**config.mk**
```make
export PLATFORM = sky130hd
export DESIGN_NAME = pipe_sched
export DESIGN_NICKNAME = d
export VERILOG_FILES = /design/src/rtl/pipe_pkg.sv /design/src/rtl/pipe_sched_md_timer.sv /design/src/rtl/pipe_sched.sv
export SDC_FILE = /design/constraint.sdc
export NUM_CORES = 1
export LEC_CHECK = 0
export ABC_AREA = 1
export CAP_MARGIN = 40
export CORE_MARGIN = 1.5
export CORE_UTILIZATION = 40
export CTS_CLUSTER_SIZE = 25
export DETAILED_ROUTE_END_ITERATION = 6
export MAX_ROUTING_LAYER = met4
export PLACE_DENSITY = 0.77
export SLEW_MARGIN = 20
export SYNTH_ARGS = -nofsm -noshare
export SYNTH_HDL_FRONTEND = slang
export SYNTH_HIERARCHICAL = 1
export SYNTH_SLANG_ARGS = --single-unit
export TNS_END_PERCENT = 10
```
**constraint.sdc**
```tcl
create_clock -name clk -period 3.2 [get_ports clk]
set_input_delay 0.64 -clock clk [delete_from_list [all_inputs] [get_ports clk]]
set_output_delay 0.64 -clock clk [all_outputs]
set_load 0.005 [all_outputs]
```
**src/rtl/pipe_pkg.sv**
```systemverilog
// Shared types and constants for the pipeline sequencing controller.
package pipe_pkg;
    typedef enum logic [1:0] {RUN, DRAIN, REDIRECT} flush_state_t;
    typedef enum logic [1:0] {IDLE, BUSY, DONE} md_state_t;
    localparam logic [31:0] EXC_VEC = 32'hBFC0_0380;
endpackage

```
**src/rtl/pipe_sched_md_timer.sv**
```systemverilog
// Multiply/divide occupancy timer: holds E until the op's fixed latency elapses.
module md_timer
    import pipe_pkg::*;
#(
    parameter int unsigned MULT_CYC = 5,
    parameter int unsigned DIV_CYC  = 32
) (
    input  logic clk,
    input  logic reset,
    input  logic E_valid,
    input  logic E_md_op,
    input  logic E_md_div,
    input  logic advance,
    input  logic flush,
    output logic E_ready,
    output logic md_busy
);
    localparam int unsigned MAX_CYC = (DIV_CYC > MULT_CYC) ? DIV_CYC : MULT_CYC;
    localparam int unsigned CW = (MAX_CYC > 2) ? $clog2(MAX_CYC) : 1;
    localparam logic [CW-1:0] MULT_LOAD = CW'(MULT_CYC - 1);
    localparam logic [CW-1:0] DIV_LOAD  = CW'(DIV_CYC - 1);
    localparam logic [CW-1:0] ONE       = CW'(1);

    md_state_t     mdState;
    logic [CW-1:0] cnt;

    always_ff @(posedge clk) begin
        if (reset) begin
            mdState <= IDLE;
            cnt     <= '0;
        end else if (flush) begin
            mdState <= IDLE;
        end else begin
            case (mdState)
                IDLE: if (E_valid && E_md_op) begin
                    mdState <= BUSY;
                    cnt     <= E_md_div ? DIV_LOAD : MULT_LOAD;
                end
                BUSY: begin
                    cnt <= cnt - ONE;
                    if (cnt == ONE) mdState <= DONE;
                end
                DONE: if (E_valid && advance) mdState <= IDLE;
                default: mdState <= IDLE;
            endcase
        end
    end

    assign E_ready = !(E_valid && E_md_op) || (mdState == DONE);
    assign md_busy = (mdState != IDLE);
endmodule

```
**src/rtl/pipe_sched.sv**
```systemverilog
// Five-stage pipeline sequencing: handshakes, memory outstanding tracking,
// and the exception flush/redirect sequence.
module pipe_sched
    import pipe_pkg::*;
#(
    parameter int unsigned MULT_CYC = 5,
    parameter int unsigned DIV_CYC  = 32,
    parameter int unsigned MAX_OUT  = 2,
    parameter logic [31:0] EXC_VEC  = pipe_pkg::EXC_VEC
) (
    input  logic        clk,
    input  logic        reset,
    input  logic        F_valid,
    input  logic        D_valid,
    input  logic        E_valid,
    input  logic        M_valid,
    input  logic        W_valid,
    input  logic        D_hazard,
    input  logic        E_md_op,
    input  logic        E_md_div,
    input  logic        M_excpt,
    input  logic        M_eret,
    input  logic [31:0] epc,
    input  logic        mem_req,
    input  logic        mem_resp,
    output logic        F_allowin,
    output logic        D_allowin,
    output logic        E_allowin,
    output logic        M_allowin,
    output logic        W_allowin,
    output logic        F_to_D_valid,
    output logic        D_to_E_valid,
    output logic        E_to_M_valid,
    output logic        M_to_W_valid,
    output logic        respon,
    output logic        redirect_valid,
    output logic [31:0] redirect_pc,
    output logic        mem_req_allow,
    output logic        mem_resp_discard,
    output logic        md_busy
);
    localparam int unsigned OW = $clog2(MAX_OUT + 1);
    localparam logic [OW-1:0] OUT_MAX = OW'(MAX_OUT);
    localparam logic [OW-1:0] OUT_ONE = OW'(1);

    flush_state_t  flushState;
    logic [31:0]   target;
    logic [OW-1:0] outst;
    logic [OW-1:0] nextOutst;
    logic          respEff;
    logic          holdAll;
    logic          dReady;
    logic          eReady;
    logic          mReady;
    logic          wReady;

    md_timer #(
        .MULT_CYC(MULT_CYC),
        .DIV_CYC (DIV_CYC)
    ) u_md_timer (
        .clk     (clk),
        .reset   (reset),
        .E_valid (E_valid),
        .E_md_op (E_md_op),
        .E_md_div(E_md_div),
        .advance (M_allowin),
        .flush   (respon),
        .E_ready (eReady),
        .md_busy (md_busy)
    );

    assign holdAll = (flushState != RUN);
    assign dReady  = !D_hazard;
    assign mReady  = (outst == '0) || ((outst == OUT_ONE) && mem_resp);
    assign wReady  = 1'b1;

    assign W_allowin = !W_valid || wReady;
    assign M_allowin = !holdAll && (!M_valid || (mReady && W_allowin));
    assign E_allowin = !holdAll && (!E_valid || (eReady && M_allowin));
    assign D_allowin = !holdAll && (!D_valid || (dReady && E_allowin));
    assign F_allowin = !holdAll && (!F_valid || D_allowin);

    assign F_to_D_valid = F_valid;
    assign D_to_E_valid = D_valid && dReady;
    assign E_to_M_valid = E_valid && eReady;
    assign M_to_W_valid = M_valid && mReady && !M_excpt;

    // Gated by reset so an exception seen during reset never flushes.
    assign respon = !reset && (flushState == RUN) && M_valid && M_excpt;

    assign respEff = mem_resp && (outst != '0);
    always_comb begin
        nextOutst = outst;
        if (mem_req && !respEff) nextOutst = outst + OUT_ONE;
        else if (!mem_req && respEff) nextOutst = outst - OUT_ONE;
    end

    assign mem_req_allow    = (outst < OUT_MAX);
    assign mem_resp_discard = (flushState == DRAIN) && mem_resp;
    assign redirect_valid   = (flushState == REDIRECT);
    assign redirect_pc      = target;

    always_ff @(posedge clk) begin
        if (reset) begin
            flushState <= RUN;
            target     <= EXC_VEC;
            outst      <= '0;
        end else begin
            outst <= nextOutst;
            case (flushState)
                RUN: if (respon) begin
                    target     <= M_eret ? epc : EXC_VEC;
                    flushState <= (nextOutst != '0) ? DRAIN : REDIRECT;
                end
                DRAIN:    if (nextOutst == '0) flushState <= REDIRECT;
                REDIRECT: flushState <= RUN;
                default:  flushState <= RUN;
            endcase
        end
    end

    // Issuing a request with the outstanding table already full is a protocol error.
    always_ff @(posedge clk) begin
        if (!reset && mem_req) assert (outst != OUT_MAX);
    end
endmodule

```
==> results.sh <==
# physical design summary
export IMPL_outcome="complete, no violations"
export IMPL_cp_num_buf_inv=2
export IMPL_cp_slowest_cell="clkdlybuf4s50_1"
export IMPL_n_antenna_cell=0
export IMPL_finalSetupViolations=0
export IMPL_swShare_pct=29.7
export IMPL_fp_dieH_um=74.5
export IMPL_synth_chip_area_um2=2040
export IMPL_arrival_ns=2.26
export IMPL_clk_pin_slew_ns=0.08
export IMPL_cts_root_buf="clkbuf_8"
export IMPL_total_power_w=0.00126
export IMPL_cap_violations=0
export IMPL_yosys_stat_seqShare_pct=42.2
export IMPL_power_leakage_nw=1.35
export IMPL_synthTopCellsByArea="dfxtp_1 (42%), nand2_1 (16%), nand3_1 (8.1%), nor2_1 (6.3%), inv_1 (6.1%)"
export IMPL_switchingPower_w=0.000374
export IMPL_slew_violations=0
export IMPL_yosysCellCount=294
export IMPL_fp_nets=344
export IMPL_min_from="redirect_pc[13]"
export IMPL_crit_path_end_kind="output pin"
export IMPL_ir_worst_vdd_mv=0.273
export IMPL_groute_usage_overall_pct=19.2
export IMPL_dpl_hpwl_um=3840
export IMPL_whs_ns=0.448
export IMPL_clock_sinks=43
export IMPL_fin_crit_sh_pct=90.6
export IMPL_ctsResizeCount=0
export IMPL_cts_setup_buffers=0
export IMPL_final_setup_skew_ns=0.00141
export IMPL_power_density_nw_per_um2=415
export IMPL_r2r_start="flushState[0]"
export IMPL_routed_wl_um=5160
export IMPL_edf_count=0
export IMPL_finalCriticalPeriod_ns=2.90
export IMPL_firstDrtPassIters=4
export IMPL_clock_latency_ns=0.29
export IMPL_clockBufferDepth=2
## cell usage in the layout, fill, tap and decap left out, types with 3 or more instances in the layout
cell type	instances
ha_1	4
clkinv_2	3
o21ai_1	8
o21ai_0	9
dfxtp_1	43
clkbuf_8	5
clkdlybuf4s50_1	89
buf_4	3
nand3_1	33
inv_2	5
inv_1	33
a21oi_1	8
nor2_1	34
nand2_1	87
## cells by family after synthesis
group,after synthesis,synth area share [%]
other,1,0.184
buffers and inverters,51,11.8
adder cells (fa/ha/maj),4,2.45
AND-OR/OR-AND,29,7.97
AND/OR/NAND/NOR,166,35.4
flip-flops,43,42.2
## worst paths after layout
kind | slack (ns) | cells after the start | endpoint
setup reg to reg | 1.49 | 11 | u_md_timer/cnt[0]
hold / removal | 0.45 | 2 | redirect_pc[13]
setup / recovery | 0.30 | 8 | F_allowin
hold reg to reg | 0.45 | 2 | redirect_pc[13]
## power by group through the flow
| stage | sequential (W) | clock (W) | combinational [W] |
|---|---|---|---|
| after global placement | 0.000600 | 0 | 0.000332 |
| after global routing | 0.000592 | 0.000365 | 0.000378 |
| after floorplan | 0.000599 | 0 | 0.000180 |
| final | 0.000588 | 0.000334 | 0.000339 |
| after detailed placement | 0.000601 | 0 | 0.000339 |
| after CTS | 0.000588 | 0.000344 | 0.000342 |
## layout make-up
cell class	instances	area (µm²)
clock buffers	5	68.8
multi-input cells	200	940
clock inverters	3	15.0
well taps	67	83.8
inverters	41	159
fillers	481	1780
flip-flops and latches	43	861
repair buffers	92	913
## metrics by stage
stage                     setup slack (ns)  std cells  instance area [µm²]
after detailed placement             0.303        443                 2960
final                                0.299        451                 3040
after floorplan                       1.41        294                 2040
after CTS                            0.286        451                 3040
after global placement               0.308        443                 2960
after global routing                 0.195        451                 3040
## layer usage
layer  vias to the layer above  track usage [%]  wire length, µm
li1                       1086                -                -
met1                       920             23.2             2370
met2                        51             31.6             2440
met3                        10             4.61              268
met4                         0             5.86               86
met5                         -                -                0
## flip-flops by register name, summed over array words and instances (netlist names)
signal,cells
u_md_timer/mdState,2
u_md_timer/cnt,5
flushState,2
outst,2
redirect_pc,32
## worst min-delay path, delay by kind of cell (launching register included)
family	cells	cell delay, ns
DFF	1	0.31
and+or+nand+nor	2	0.10
Figure 1. Drive-strength map.
Drawn at 6 px/µm.
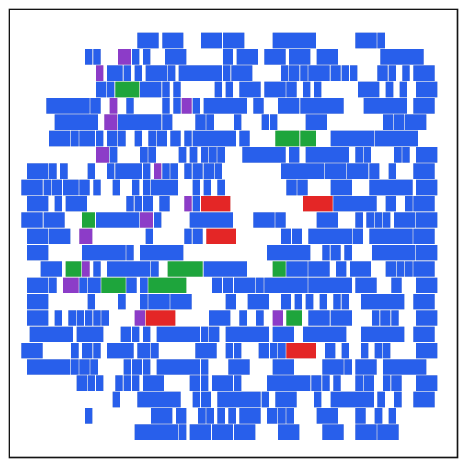
Key: drive 2 = purple [cells 14]; drive 1 or less = blue [cells 355]; drive 3 to 4 = green [cells 10]; drive 6 and up = red [cells 5]

Figure 2. Wiring by layer.
Drawn at 6 px/µm. Only two layers are drawn.
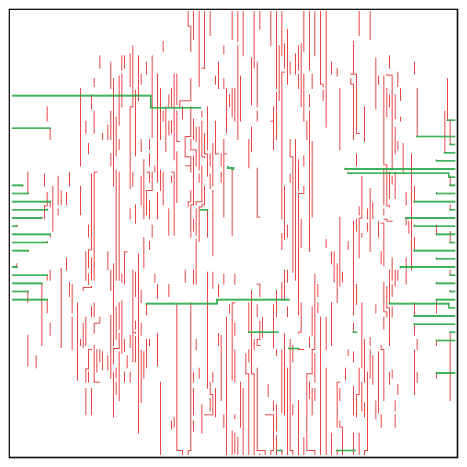
Key: met3 = green [wire length 269 µm]; met2 = red [wire length 2440 µm]

Figure 3. Pin map.
Drawn at 6 px/µm. Pins as bars across the die edge, other pins in grey.
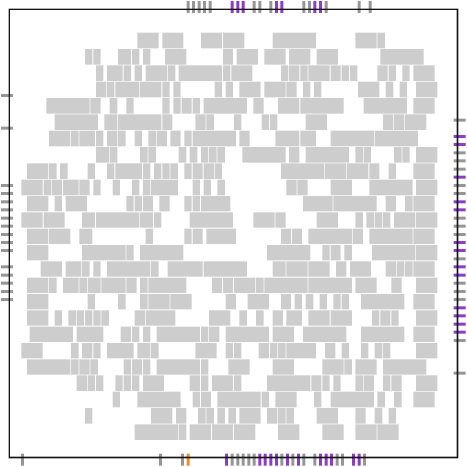
Key: epc = purple [pins 32, direction input, edge 13 east, 12 south, 7 north]; M_excpt = orange [pins 1, direction input, edge south]

Power and IR drop assume default switching activity.
